File: src/rtl/conv_result_collector.sv
// Frame buffer at the tail of the convolution datapath: collects one frame of
// results, then serves them over a request/valid read port. Optional macro: RESULT_RELU_EN.
module conv_result_collector #(
  parameter int DEPTH = 64,
  parameter int AW    = 6
) (
  input  logic                 clk,
  input  logic                 rst,
  input  logic signed [15:0]   convResult,
  input  logic                 enable,
  input  logic                 endSign,
  input  logic                 clear,
  input  logic                 rd_req,
  input  logic [AW-1:0]        rd_addr,
  output logic [15:0]          rd_data,
  output logic                 rd_valid,
  output logic                 busy,
  output logic                 done,
  output logic [AW:0]          count,
  output logic                 overflow
);

  // state     | meaning
  // S_IDLE    | waiting for the first datum or frame end
  // S_COLLECT | storing results of the current frame
  // S_DONE    | frame closed, buffer readable
  typedef enum logic [1:0] {
    S_IDLE    = 2'd0,
    S_COLLECT = 2'd1,
    S_DONE    = 2'd2
  } state_t;

  localparam logic [AW:0] DEPTH_C = (AW+1)'(DEPTH);
  localparam logic [AW:0] ONE_C   = (AW+1)'(1);

  state_t        state_q, state_d;
  logic [AW:0]   count_q, count_d;
  logic          overflow_q, overflow_d;
  logic          busy_q, done_q;
  logic          rd_valid_q, rd_valid_d;
  logic [15:0]   rd_data_q, rd_data_d;
  logic          wr_en;
  logic [15:0]   wr_data;
  logic [15:0]   mem_q [DEPTH];

`ifdef RESULT_RELU_EN
  assign wr_data = convResult[15] ? 16'h0000 : convResult;
`else
  assign wr_data = convResult;
`endif

  always_comb begin
    state_d    = state_q;
    count_d    = count_q;
    overflow_d = overflow_q;
    wr_en      = 1'b0;
    if (clear) begin
      state_d    = S_IDLE;
      count_d    = '0;
      overflow_d = 1'b0;
    end else begin
      case (state_q)
        S_IDLE, S_COLLECT: begin
          if (enable) begin
            if (count_q < DEPTH_C) begin
              wr_en   = 1'b1;
              count_d = count_q + ONE_C;
            end else begin
              overflow_d = 1'b1;
            end
            state_d = S_COLLECT;
          end
          if (endSign) state_d = S_DONE;
        end
        S_DONE: ;
        default: state_d = S_IDLE;
      endcase
    end
  end

  // Out-of-frame addresses read as zero rather than stale buffer contents.
  always_comb begin
    rd_valid_d = rd_req && (state_q == S_DONE) && !clear;
    rd_data_d  = rd_data_q;
    if (rd_valid_d) begin
      rd_data_d = ({1'b0, rd_addr} < count_q) ? mem_q[rd_addr] : 16'h0000;
    end
  end

  always_ff @(posedge clk) begin
    if (rst) begin
      state_q    <= S_IDLE;
      count_q    <= '0;
      overflow_q <= 1'b0;
      busy_q     <= 1'b0;
      done_q     <= 1'b0;
      rd_valid_q <= 1'b0;
      rd_data_q  <= 16'h0000;
    end else begin
      state_q    <= state_d;
      count_q    <= count_d;
      overflow_q <= overflow_d;
      busy_q     <= (state_d == S_COLLECT);
      done_q     <= (state_d == S_DONE);
      rd_valid_q <= rd_valid_d;
      rd_data_q  <= rd_data_d;
    end
  end

  // Buffer has no reset; only count_q defines which entries are meaningful.
  always_ff @(posedge clk) begin
    if (!rst && wr_en) mem_q[count_q[AW-1:0]] <= wr_data;
  end

  assign rd_data  = rd_data_q;
  assign rd_valid = rd_valid_q;
  assign busy     = busy_q;
  assign done     = done_q;
  assign count    = count_q;
  assign overflow = overflow_q;

endmodule

File: config.mk
export PLATFORM = sky130hd
export DESIGN_NAME = conv_result_collector
export DESIGN_NICKNAME = d
export VERILOG_FILES = /design/src/rtl/conv_result_collector.sv
export SDC_FILE = /design/constraint.sdc
export NUM_CORES = 1
export LEC_CHECK = 0
export CAP_MARGIN = 10
export CORE_ASPECT_RATIO = 0.75
export CORE_MARGIN = 2
export CORE_UTILIZATION = 40
export DETAILED_ROUTE_END_ITERATION = 7
export GPL_TIMING_DRIVEN = 0
export SYNTH_ARGS = -nofsm -noshare
export SYNTH_HDL_FRONTEND = slang
export SYNTH_SLANG_ARGS = --single-unit
File: constraint.sdc
create_clock -name clk -period 2.72 [get_ports clk]
set_input_delay 0.816 -clock clk [delete_from_list [all_inputs] [get_ports clk]]
set_output_delay 0.816 -clock clk [all_outputs]
set_load 0.1 [all_outputs]
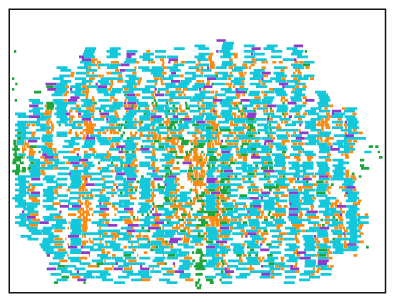
**Above:** run 1 (cells colored by class).
Drawn at 1 px/µm.
cyan -> sequential cells  # cells 1053
orange -> combinational and other logic  # cells 1114
purple -> clock drivers and dummy loads  # cells 181
green -> remaining buffers and delay cells  # cells 320
Layout Cell Area excl Fill: 49400 µm²
sequential share of cell area: 0.634
standard-cell row count: 101
final standard cell utilization of the core: 0.486
placeable core area: 102000 µm²

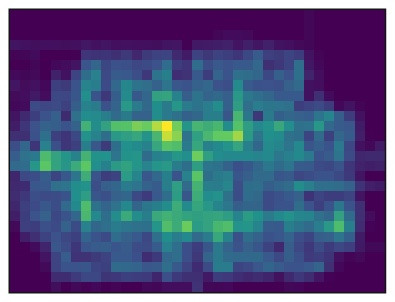
**Above:** run 1 (wiring heat map).
Drawn at 1 px/µm. 37 x 28 tiles, from dark purple (low) to yellow (high), scaled to the fullest tile. Values are wire area over tile area, all layers added.
tiles over half the peak = 11%
mean over tiles = 0.17
emptiest ninth of the die = top right
densest ninth of the die = middle
nearly empty tiles = 22%
fullest tile = 0.71

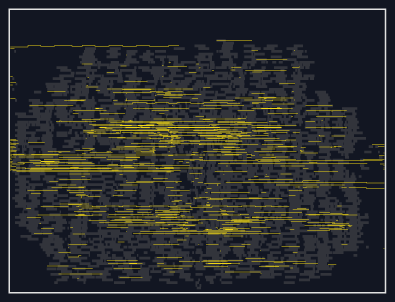
**Above:** run 1 (metal 3).
Drawn at 1 px/µm. Cells faint in the background.
main direction = horizontal
longest straight run = 168 µm
share of all routed wire = 10%
nets with wire on the layer = 331
grt met3 use: 0.0448
routed wire length: 109000 µm

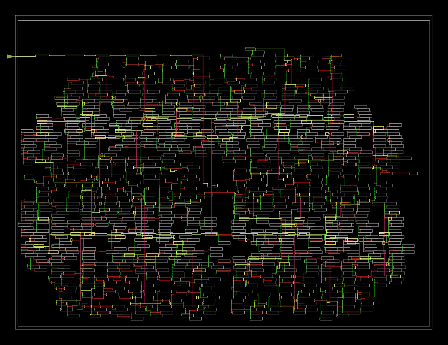
**Above:** run 1 (the clock network).
cts bufs inserted: 98
Setup Skew: 0.0213 ns

==> notes.md, run 1 <==
Notes on the physical implementation.

- The dominant logic cell type in the layout is sky130_fd_sc_hd__edfxtp_1, for reference.
- The slew check shows that the tightest pin keeps a relative margin of 0.107.
- The power report lists the combinational group at approximately 1.9 mW.
- The I/O pin count is about 55, for reference.
- The final-layout setup total negative slack is -0.0345 ns, for reference.
- In the layout the commonest cells are sky130_fd_sc_hd__edfxtp_1, sky130_fd_sc_hd__mux2i_1, sky130_fd_sc_hd__o22ai_1.
- By startpoint and endpoint, the worst setup path is classified as primary input to flip-flop.
- After layout, the minimum clock period comes to ~2.8 ns.
- Summed over all cells, the static leakage comes to ~16 nW.
- The clock power share is 0.411, for reference.
- The fraction of synthesized area in multiplexers is 0.115, for reference.
- The worst hold path belongs to the class flip-flop to flip-flop.
- The final setup violation count is 2, for reference.
- Per the layout area report, the combinational gate area comes to ~10000 µm².
- The internal power is approximately 26 mW, for reference.
- The number of H-tree levels is 3, for reference.
- In this run the top signal layer used is met5.
- For met2 alone, demand over resource in global routing was 0.296.
- The area share of and-or/or-and cells after synthesis is 0.0689, for reference.
- The number of gates resized after CTS was about 280.
- Post-synth the commonest register cell is sky130_fd_sc_hd__edfxtp_1.
- Setup repair after global routing left no endpoint under its margin.
- The layout inverter count without the clock tree is 23, for reference.
- The initial antenna violation count is 7, for reference.
- The power density of the placed cells is slightly below 700 nW/µm², for reference.
- The later-pin clock latency in the skew report is 0.67 ns, for reference.
- The run finished, with violations left.
- The simple-gate portion of the synthesized area is 0.0327, for reference.
- OpenSTA lists the critical path startpoint as rd_addr[4].
- The clock slew at the register clock pins of the worst setup and hold paths is approximately 0.060 ns, for reference.
- For this run, global-route usage on met1 was measured as 0.312.
- The standard cell with the maximum stage delay on the critical path is sky130_fd_sc_hd__a211oi_2, for reference.
- The number of multi-input combinational cells is between 1000 and 1500, for reference.
- Counting every net in the synthesized netlist gives around 2300.
- The checks that failed: negative setup slack.
- The number of clock buffer instances in the layout is roughly 130, for reference.
- According to the tapcell log, the count of inserted taps is 1339.
- The die outline area is 106000 µm², for reference.
- Clock tree synthesis found a total of 1053 sinks.
- The final antenna diode tally reported by the flow is 3.
- The final cycle utilization of the critical path is 1.01, for reference.
- Per the GRT congestion report, total overflow comes to 0.
- Setup slack on the worst reg-to-reg path comes out at approximately 0.08 ns.
- The final layout contains 2621 nets.
- The OpenROAD report gives the critical path a required time of roughly 3.3 ns.
- In this run, synthesis inferred slightly above 1000 flip-flops with an integrated enable.
- The average routed wire per standard cell is approximately 27 µm, for reference.
- Summed over all routing layers, the global router reports a total usage of 0.204.
- Per the detail_route log, met3 wirelength is 11400 µm.
- The transition time recorded at the tightest slew-check pin is between 1 and 1.5 ns.
- The post-layout worst setup margin is -0.0319 ns, for reference.
- For this block, wires on met1 add up to 48800 µm.
- The stage logs contain a warning count of 28.
- Among the non-sequential cells, multiplexers take the most area.
- Counting plain and timing-repair buffers in the layout gives 320.
- The layer flagged by global routing as most heavily used is met1.
- The final hold slack is 0.485 ns, for reference.
- The area fraction of clock buffers and clock inverters is 0.0653, for reference.
- The net switching share of the total power is 0.212, for reference.
==> run 2: changes to the inputs <==
--- a/config.mk
+++ b/config.mk
@@ -8,9 +8,11 @@
 export CAP_MARGIN = 10
 export CORE_ASPECT_RATIO = 0.75
 export CORE_MARGIN = 2
-export CORE_UTILIZATION = 40
+export CORE_UTILIZATION = 56
+export CTS_CLUSTER_SIZE = 14
 export DETAILED_ROUTE_END_ITERATION = 7
 export GPL_TIMING_DRIVEN = 0
+export PLACE_DENSITY = 0.75
 export SYNTH_ARGS = -nofsm -noshare
 export SYNTH_HDL_FRONTEND = slang
 export SYNTH_SLANG_ARGS = --single-unit
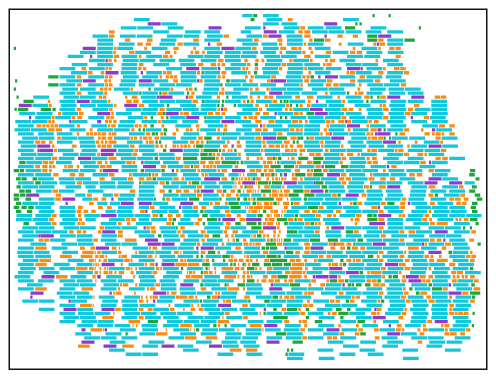
**Above:** run 2 (cells colored by class).
Drawn at 1.5 px/µm.
green -> remaining buffers and delay cells  # cells 312
orange -> combinational and other logic  # cells 1114
purple -> clock drivers and dummy loads  # cells 172
cyan -> sequential cells  # cells 1053
Layout Cell Area excl Fill: 48600 µm²
final standard cell utilization of the core: 0.664
standard-cell row count: 86
sequential share of cell area: 0.645

==> run 2 against run 1 <==
Against the previous run: the flow still finishes with violations (negative setup slack); via count rose by 2.3%; synthesized area unchanged; critical path depth fell by 1; final area decreased by 1.7%; synthesized cell count unchanged; utilization grew 18 points; worst setup slack worse by 0.084 ns; wire length decreased by 3.4%; global-route usage up 7.5 points; highest routed layer unchanged.
==> notes.md, run 2 <==
Notes on the physical implementation.

- Result of the run: finished with violations (unchanged).
- Failing checks: negative setup slack (unchanged).
- The post-layout worst setup margin is -0.116 ns (was -0.0319 ns).
- The initial antenna violation count is 4 (was 7).
- The highest routed metal layer is met5 (unchanged), for reference.
- The final setup violation count was 3 (was 2).
- The area share of and-or/or-and cells after synthesis is 0.0689 (unchanged).
- The routed length on met3 was 13000 µm (was 11400 µm).
- The met1 global-route usage was 0.422 (was 0.312).
- The overall overflow remaining after global route was 0 (unchanged).
- The worst hold path class is primary input to flip-flop (was flip-flop to flip-flop).
- The power density of the placed cells came to 671 nW/µm² (was 678 nW/µm²).
- The clock slew at the register clock pins of the worst setup and hold paths came to 0.06 ns (about the same).
- The main kind of combinational logic by area is multiplexers (unchanged), for reference.
- The die outline area was 75900 µm² (was 106000 µm²).
- The busiest layer in global routing is met1 (unchanged).
- The internal power was 25.6 mW (was 26.4 mW).
- The final antenna diode count is 0 (was 3), for reference.
- The number of multi-input combinational cells is 1091 (unchanged), for reference.
- The dominant logic cell type in the layout is sky130_fd_sc_hd__edfxtp_1 (unchanged), for reference.
- The final hold slack came to 0.489 ns (was 0.485 ns).
- The fraction of synthesized area in multiplexers is 0.115 (unchanged).
- The post-layout net count was 2612 (was 2621).
- The worst setup path category was primary input to flip-flop (unchanged).
- The number of clock buffer instances in the layout is 115 (was 125), for reference.
- Highest-count cells in the layout ignoring fill and taps: sky130_fd_sc_hd__edfxtp_1, sky130_fd_sc_hd__mux2i_1, sky130_fd_sc_hd__o22ai_1 (unchanged).
- The launching element of the worst setup path is rd_addr[2] (was rd_addr[4]).
- The met3 usage is 0.0696 (was 0.0448), for reference.
- The area fraction of clock buffers and clock inverters is 0.0607 (was 0.0653), for reference.
- The total area of multi-input combinational cells was 9850 µm² (was 9890 µm²).
- The total wire length after detailed routing is 105000 µm (was 109000 µm), for reference.
- The number of signal-net buffers in the layout is 312 (was 320), for reference.
- The number of tap cells inserted is 968 (was 1339), for reference.
- The number of buffers added by the clock tree synthesis step is 97 (was 98), for reference.
- The wire length the detailed router placed on met1 is 43100 µm (was 48800 µm).
- The simple-gate portion of the synthesized area is 0.0327 (unchanged), for reference.
- The average routed wire per standard cell was 29.0 µm (was 27.1 µm).
- The layout inverter count without the clock tree was 23 (unchanged).
- The I/O pin count came to 55 (unchanged).
- The final-layout setup total negative slack came to -0.134 ns (was -0.0345 ns).
- The most used flip-flop cell after synthesis is sky130_fd_sc_hd__edfxtp_1 (unchanged).
- The standard cell with the maximum stage delay on the critical path is sky130_fd_sc_hd__nor4_4 (was sky130_fd_sc_hd__a211oi_2).
- The pin slew with the least headroom to its limit came to 1.30 ns (was 1.34 ns).
Power figures rest on the tool's default switching activity, not on a simulated workload.
